Figure 1. Signal wires on met1 (run 1).
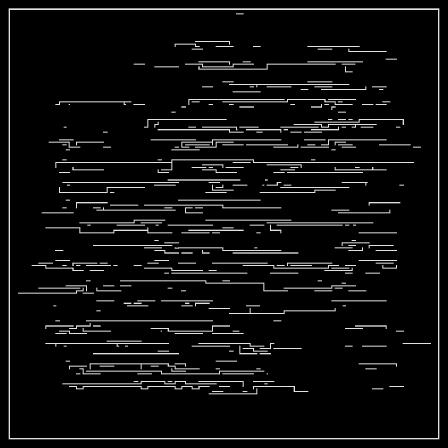
Figure 2. M2 wires (run 1).
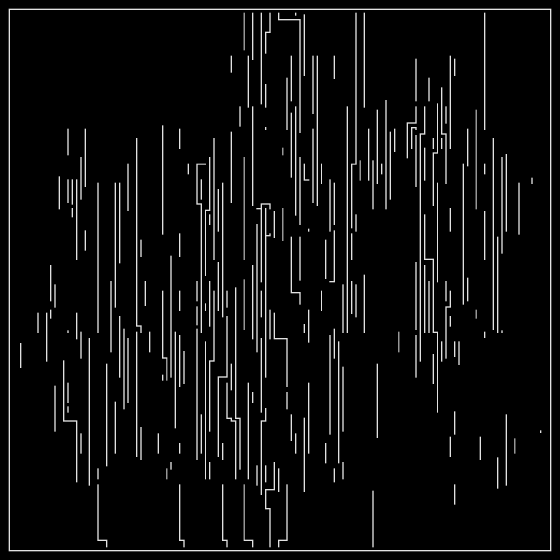
Figure 3. Met3 routing (run 1).
The bar under the picture is 20 um long.
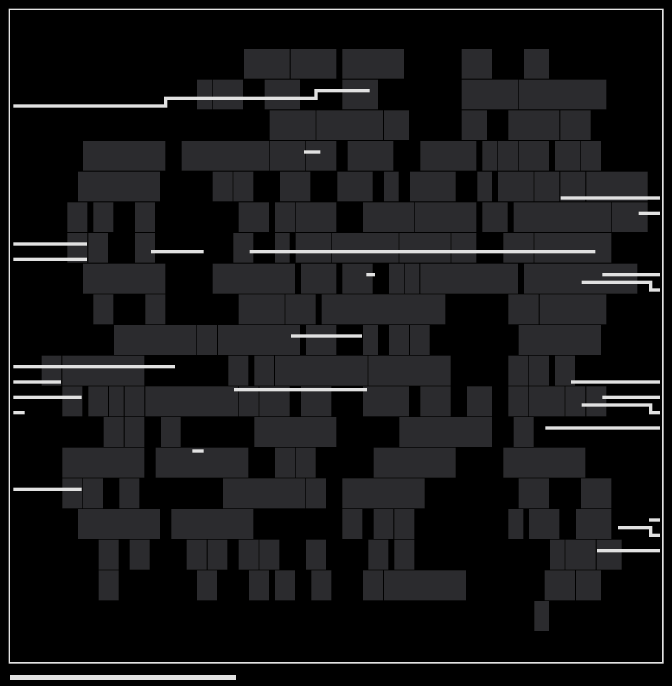
`config.mk`:
```
export PLATFORM = sky130hd
export DESIGN_NAME = bcd_ascii_frame_tx
export DESIGN_NICKNAME = d
export VERILOG_FILES = /design/src/rtl/bcd_tx_pkg.sv /design/src/rtl/bcd_to_ascii.sv /design/src/rtl/bcd_ascii_frame_tx.sv
export SDC_FILE = /design/constraint.sdc
export NUM_CORES = 1
export LEC_CHECK = 0
export CAP_MARGIN = 20
export CORE_UTILIZATION = 40
export CTS_CLUSTER_SIZE = 12
export DETAILED_ROUTE_END_ITERATION = 10
export DONT_BUFFER_PORTS = 1
export GPL_TIMING_DRIVEN = 0
export HOLD_SLACK_MARGIN = 0.03
export PLACE_DENSITY = 0.55
export SLEW_MARGIN = 10
export SYNTH_ARGS = -nofsm -noshare
export SYNTH_HDL_FRONTEND = slang
export SYNTH_HIERARCHICAL = 1
export SYNTH_SLANG_ARGS = --single-unit
```
`constraint.sdc`:
```
create_clock -name i_clk -period 1.9 [get_ports i_clk]
set_clock_uncertainty 0.05 [all_clocks]
set_input_delay 0.38 -clock i_clk [delete_from_list [all_inputs] [get_ports i_clk]]
set_output_delay 0.38 -clock i_clk [all_outputs]
set_load 0.03 [all_outputs]
```
`src/rtl/bcd_tx_pkg.sv`:
```
// bcd_tx_pkg: shared types and constants for the BCD-to-ASCII frame transmitter.
//   state_t    : controller states (IDLE, DIGIT, SEP, CR, LF, DONE)
//   ASCII_*    : fixed character codes used by the transmitter
package bcd_tx_pkg;

  typedef enum logic [2:0] {
    IDLE  = 3'd0,
    DIGIT = 3'd1,
    SEP   = 3'd2,
    CR    = 3'd3,
    LF    = 3'd4,
    DONE  = 3'd5
  } state_t;

  localparam logic [7:0] ASCII_ZERO = 8'h30;
  localparam logic [7:0] ASCII_ERR  = 8'h3F;
  localparam logic [7:0] ASCII_CR   = 8'h0D;
  localparam logic [7:0] ASCII_LF   = 8'h0A;

endpackage

```
`src/rtl/bcd_to_ascii.sv`:
```
// bcd_to_ascii: combinational BCD nibble to ASCII character.
//   nibble  in  4  BCD digit
//   ascii   out 8  '0'..'9', or '?' when the digit is not valid BCD
//   invalid out 1  high when nibble > 9
module bcd_to_ascii
  import bcd_tx_pkg::*;
(
  input  logic [3:0] nibble,
  output logic [7:0] ascii,
  output logic       invalid
);

  assign invalid = (nibble > 4'd9);
  assign ascii   = invalid ? ASCII_ERR : (ASCII_ZERO + {4'h0, nibble});

endmodule

```
`src/rtl/bcd_ascii_frame_tx.sv`:
```
// bcd_ascii_frame_tx: snapshots NDIG BCD digits on a start pulse and writes one
// ASCII character per cycle into a downstream byte FIFO, most significant digit
// first, with SEP_CHAR inserted after every digit k (k != 0) whose DP_MASK bit
// is set.
//
// Optional feature: define BCD_TX_CRLF_EN to end every frame with CR, LF.
//
// Ports:
//   i_clk        in  1       clock, rising edge
//   i_reset      in  1       synchronous active-high reset
//   i_start      in  1       frame request, accepted in IDLE or DONE only
//   i_digits     in  4*NDIG  BCD digits, digit k at [4k+3:4k]
//   i_fifo_full  in  1       downstream FIFO full
//   o_ascii      out 8       character presented to the FIFO (0 when not emitting)
//   o_fifo_wr    out 1       FIFO write strobe
//   o_busy       out 1       frame in progress
//   o_done       out 1       one-cycle pulse after the last write
//   o_err        out 1       sticky: invalid digit seen in the current frame
//   o_state      out 3       controller state (debug visibility)
//
// FIFO handshake: o_fifo_wr acts as valid and ~i_fifo_full as ready; o_fifo_wr
// already includes ~i_fifo_full, so every cycle with o_fifo_wr high is a
// transfer. o_ascii is held stable until that transfer happens.
module bcd_ascii_frame_tx
  import bcd_tx_pkg::*;
#(
  parameter int               NDIG     = 4,
  parameter logic [NDIG-1:0]  DP_MASK  = 4'b1010,
  parameter logic [7:0]       SEP_CHAR = 8'h2E
) (
  input  logic              i_clk,
  input  logic              i_reset,
  input  logic              i_start,
  input  logic [4*NDIG-1:0] i_digits,
  input  logic              i_fifo_full,
  output logic [7:0]        o_ascii,
  output logic              o_fifo_wr,
  output logic              o_busy,
  output logic              o_done,
  output logic              o_err,
  output logic [2:0]        o_state
);

  localparam int IDX_W = (NDIG > 1) ? $clog2(NDIG) : 1;

  state_t              state;
  logic [IDX_W-1:0]    idx;
  logic [4*NDIG-1:0]   dig_q;
  logic                err_q;

  logic [3:0]          cur_nib;
  logic [7:0]          dig_char;
  logic                dig_bad;
  logic                emitting;

  // Single converter on the digit currently addressed by idx.
  assign cur_nib = dig_q[{idx, 2'b00} +: 4];

  bcd_to_ascii u_conv (
    .nibble  (cur_nib),
    .ascii   (dig_char),
    .invalid (dig_bad)
  );

`ifdef BCD_TX_CRLF_EN
  assign emitting = (state == DIGIT) || (state == SEP) || (state == CR) || (state == LF);
`else
  assign emitting = (state == DIGIT) || (state == SEP);
`endif

  // Combinational so a full FIFO blocks the write in the same cycle.
  assign o_fifo_wr = emitting & ~i_fifo_full;

  always_comb begin
    o_ascii = 8'h00;
    case (state)
      DIGIT:   o_ascii = dig_char;
      SEP:     o_ascii = SEP_CHAR;
`ifdef BCD_TX_CRLF_EN
      CR:      o_ascii = ASCII_CR;
      LF:      o_ascii = ASCII_LF;
`endif
      default: o_ascii = 8'h00;
    endcase
  end

  always_ff @(posedge i_clk) begin
    if (i_reset) begin
      state <= IDLE;
      idx   <= '0;
      dig_q <= '0;
      err_q <= 1'b0;
    end else begin
      case (state)
        IDLE, DONE: begin
          if (i_start) begin
            dig_q <= i_digits;
            idx   <= IDX_W'(NDIG - 1);
            err_q <= 1'b0;
            state <= DIGIT;
          end else begin
            state <= IDLE;
          end
        end

        DIGIT: begin
          if (o_fifo_wr) begin
            if (dig_bad) err_q <= 1'b1;
            if (idx == '0) begin
`ifdef BCD_TX_CRLF_EN
              state <= CR;
`else
              state <= DONE;
`endif
            end else if (DP_MASK[idx]) begin
              // idx is decremented when the separator goes out.
              state <= SEP;
            end else begin
              idx <= idx - IDX_W'(1);
            end
          end
        end

        SEP: begin
          if (o_fifo_wr) begin
            idx   <= idx - IDX_W'(1);
            state <= DIGIT;
          end
        end

`ifdef BCD_TX_CRLF_EN
        CR: begin
          if (o_fifo_wr) state <= LF;
        end

        LF: begin
          if (o_fifo_wr) state <= DONE;
        end
`endif

        default: state <= IDLE;
      endcase
    end
  end

  assign o_busy  = (state != IDLE) && (state != DONE);
  assign o_done  = (state == DONE);
  assign o_err   = err_q;
  assign o_state = state;

endmodule

```
==> run summary, run 1 <==
run metrics: num rows 19, Cell Type Count 39, DP HPWL about 2100 um, final instance area 1550 sq um, actual slew at the worst max-slew pin 0.502 ns, DR WL met3 about 190 um, DR DRC count 3, share of cells above drive strength 1 35.8%, num tapcells 31, CTS tree done, Power Density 791 nW/um^2, VDD IR max between 0.3 and 0.4 mV, number of logic gates 107, FP Core Util between 40% and 50%, violated checks design-rule violations, negative setup slack, clk_lat worst skew 0.32 ns, Top Layout Cells a21oi_1, dfxtp_1, nand3_1, flop share of the area 29.1%, RSZ-0062 raised after global routing yes, HP Class in -> reg, YS warnings 6, critical path launch point type flip-flop, CTS root buf clkbuf_4, Max-area cell share between 30% and 40%, Max Clk Rate about 0.43 GHz, flop count 22, crit path max fanout 5, Top Metal Used met4, Max-Cap Viols 0, pre-CTS setup slack -0.138 ns, hold depth 2, setup ws final -0.444 ns, Comb area 817 sq um, commonest cells in the netlist a21oi_1, dfxtp_1, nand3_1, Post-Route M1 WL 1280 um, outcome finished with violations, CP max stage cell mux4_2, Critical path buffers and inverters 1, clk slew on worst S/H paths 0.14 ns, # setup viols final 6, largest power group sequential cells, first-pass GRT wire length 4840 um, clock sinks 22
## Picture notes: Figure 1
The layer holds 45% of the routed length. The wires run mostly horizontal. The layer carries 1,280 um of wire. 158 nets have wire on it.
grt met1 use: 25.7%
via count: 1,075
Total Wirelength: 2850 um

## Picture notes: Figure 2
The wires run mostly vertical. The layer carries 1,330 um of wire. The layer holds 47% of the routed length.
met2 Use GR: 29.7%

## Picture notes: Figure 3
The layer holds 6.7% of the routed length. 23 nets have wire on it. The wires run mostly horizontal. The longest straight run is 30.4 um. The layer carries 192 um of wire.
met3 Usage GRT: 3.13%

Figure 4. Track usage over the die (run 1).
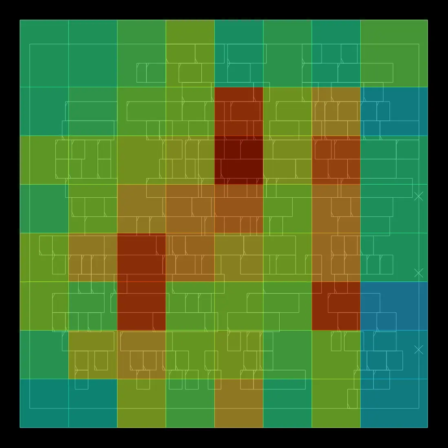

==> run 1 -> run 2 <==
--- a/config.mk
+++ b/config.mk
@@ -13,6 +13,7 @@
 export GPL_TIMING_DRIVEN = 0
 export HOLD_SLACK_MARGIN = 0.03
 export PLACE_DENSITY = 0.55
+export SETUP_SLACK_MARGIN = 0.15
 export SLEW_MARGIN = 10
 export SYNTH_ARGS = -nofsm -noshare
 export SYNTH_HDL_FRONTEND = slang
Figure 5. Track usage over the die (run 2).
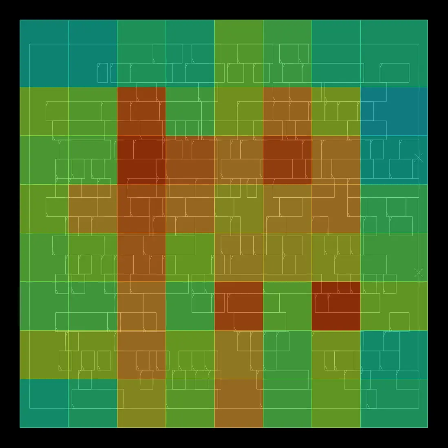
Total Routing Usage GR: 20.6%
Core Util, Final: 56.2%

Figure 6. Met3 routing (run 2).
The bar under the picture is 20 um long.
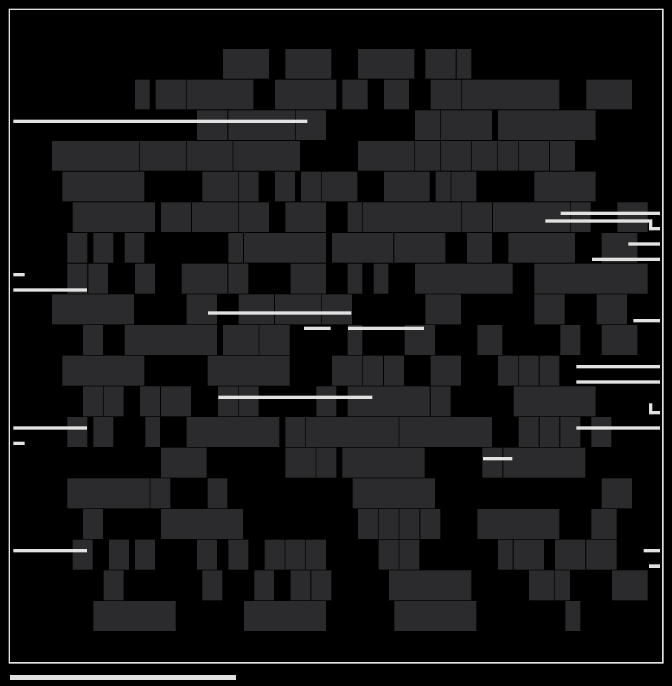
The layer holds 4.4% of the routed length. The wires run mostly horizontal. 20 nets have wire on it. The longest straight run is 25.8 um. The layer carries 136 um of wire.
met3 Usage GRT: 5.13%
via count: 1,108

==> run 2 against run 1 <==
Effect of this change:
- critical path depth is the same
- first-iteration DRC count grew 45%
- setup slack better by 0.038 ns
- worst hold slack gained 0.031 ns
- design area increased by 3.7%
- fmax up 1.6%
- die area stayed put
- count of clock-buffer cells in the layout unchanged
- global-route usage grew 1.9 points
- flip-flop count is the same
- the run still ends with design-rule violations, negative setup slack left
- routed wire length is 10% higher
- via count increased by 3.1%
- critical path type unchanged
==> run summary, run 2 <==
run metrics: commonest cells in the netlist a21oi_1, dfxtp_1, nand3_1 (unchanged), hold depth 2 (unchanged), synthesized area per cell 8.54 sq um (unchanged), Post-Route M1 WL 1340 um (was 1280 um), Die ar. 3340 sq um (unchanged), LEAKAGE 0.620 nW (was 0.592 nW), DP HPWL 2130 um (was 2060 um), number of logic gates 107 (unchanged), clk slew on worst S/H paths 0.11 ns (was 0.14 ns), num tapcells 31 (unchanged), RSZ-0062 raised after global routing yes (unchanged), Top delay family on crit path multiplexers (unchanged), Top Layout Cells a21oi_1, dfxtp_1, buf_4 (was a21oi_1, dfxtp_1, nand3_1), actual slew at the worst max-slew pin 0.511 ns (was 0.502 ns), num rows 19 (unchanged), met2 Use GR 35.1% (was 29.7%), Final Hold Viols 0 (unchanged), Critical path buffers and inverters 1 (unchanged), Antenna Violating Nets Remaining 0 (unchanged), grt peak-use layer met2 (unchanged), switching share of power 32.4% (was 30.2%), count of non-CTS buffers in the layout 31 (was 24), outcome finished with violations (unchanged), Max-area cell share 35.3% (unchanged), grt met1 use 27.0% (was 25.7%), setup ws final -0.406 ns (was -0.444 ns), pre-CTS setup slack -0.113 ns (was -0.138 ns), Post CTS Setup Buffer Count 6 (was 4), Max Clk Rate 0.434 GHz (was 0.427 GHz), VDD IR max 0.427 mV (was 0.400 mV), flop share of the area 28.3% (was 29.1%), Yosys Chip Area 1250 sq um (unchanged), clk buf depth 2 (unchanged), Synth area leader dfxtp_1 (unchanged), Most used DFF post-synth dfxtp_1 (unchanged), Synth flops 22 (unchanged), FF-to-FF End o_state[1] (unchanged), min-delay src i_digits[6] (was i_digits[3]), CTS root buf clkbuf_4 (unchanged), Critical Path RT 1.47 ns (about the same), Total Wirelength 3130 um (was 2850 um), HP Class in -> reg (unchanged), max incr delay on CP 0.52 ns (was 0.54 ns), # port buffers 0 (unchanged), CP max stage cell mux4_2 (unchanged), NetSw 354 uW (was 369 uW), YS warnings 6 (unchanged), mapped cell area 1250 sq um (unchanged), Power Density 681 nW/um^2 (was 791 nW/um^2), Top Metal Used met4 (unchanged), Comb area 836 sq um (was 817 sq um), H-tree levels 1 (unchanged), Worst R2R Setup Slack 0.24 ns (was 0.13 ns), final instance area 1600 sq um (was 1550 sq um), DR WL met3 136 um (was 191 um), violated checks design-rule violations, negative setup slack (unchanged), EDFF count, synth 0 (unchanged), clock sinks 22 (unchanged), CTS tree done (unchanged), critical path launch point type flip-flop (unchanged), FP Core Util 43.7% (unchanged), # setup viols final 4 (was 6), crit path max fanout 5 (unchanged), Cell Type Count 39 (unchanged), hold path endpoint dig_q[6] (was dig_q[3]), Placed Area 1340 sq um (was 1310 sq um), Routed met2 length 1640 um (was 1330 um), ClkCell Share 1.41% (was 3.40%), Max-Cap Viols 0 (unchanged), worst r2r src idx[0] (unchanged), share of cells above drive strength 1 38.8% (was 35.8%), synth-to-layout area growth 28.6% (was 24.0%), CP Launch Point idx[0] (unchanged), DR DRC count 2 (was 3), flop count 22 (unchanged), fin crit share 121% (was 123%), part of the Yosys area used for sequential elements 35.3% (unchanged), clk_lat worst skew 0.30 ns (was 0.32 ns), first-pass GRT wire length 5300 um (was 4840 um), CP Capture Point o_ascii[0] (unchanged), largest power group sequential cells (unchanged)
Power figures rest on the tool's default switching activity, not on a simulated workload.
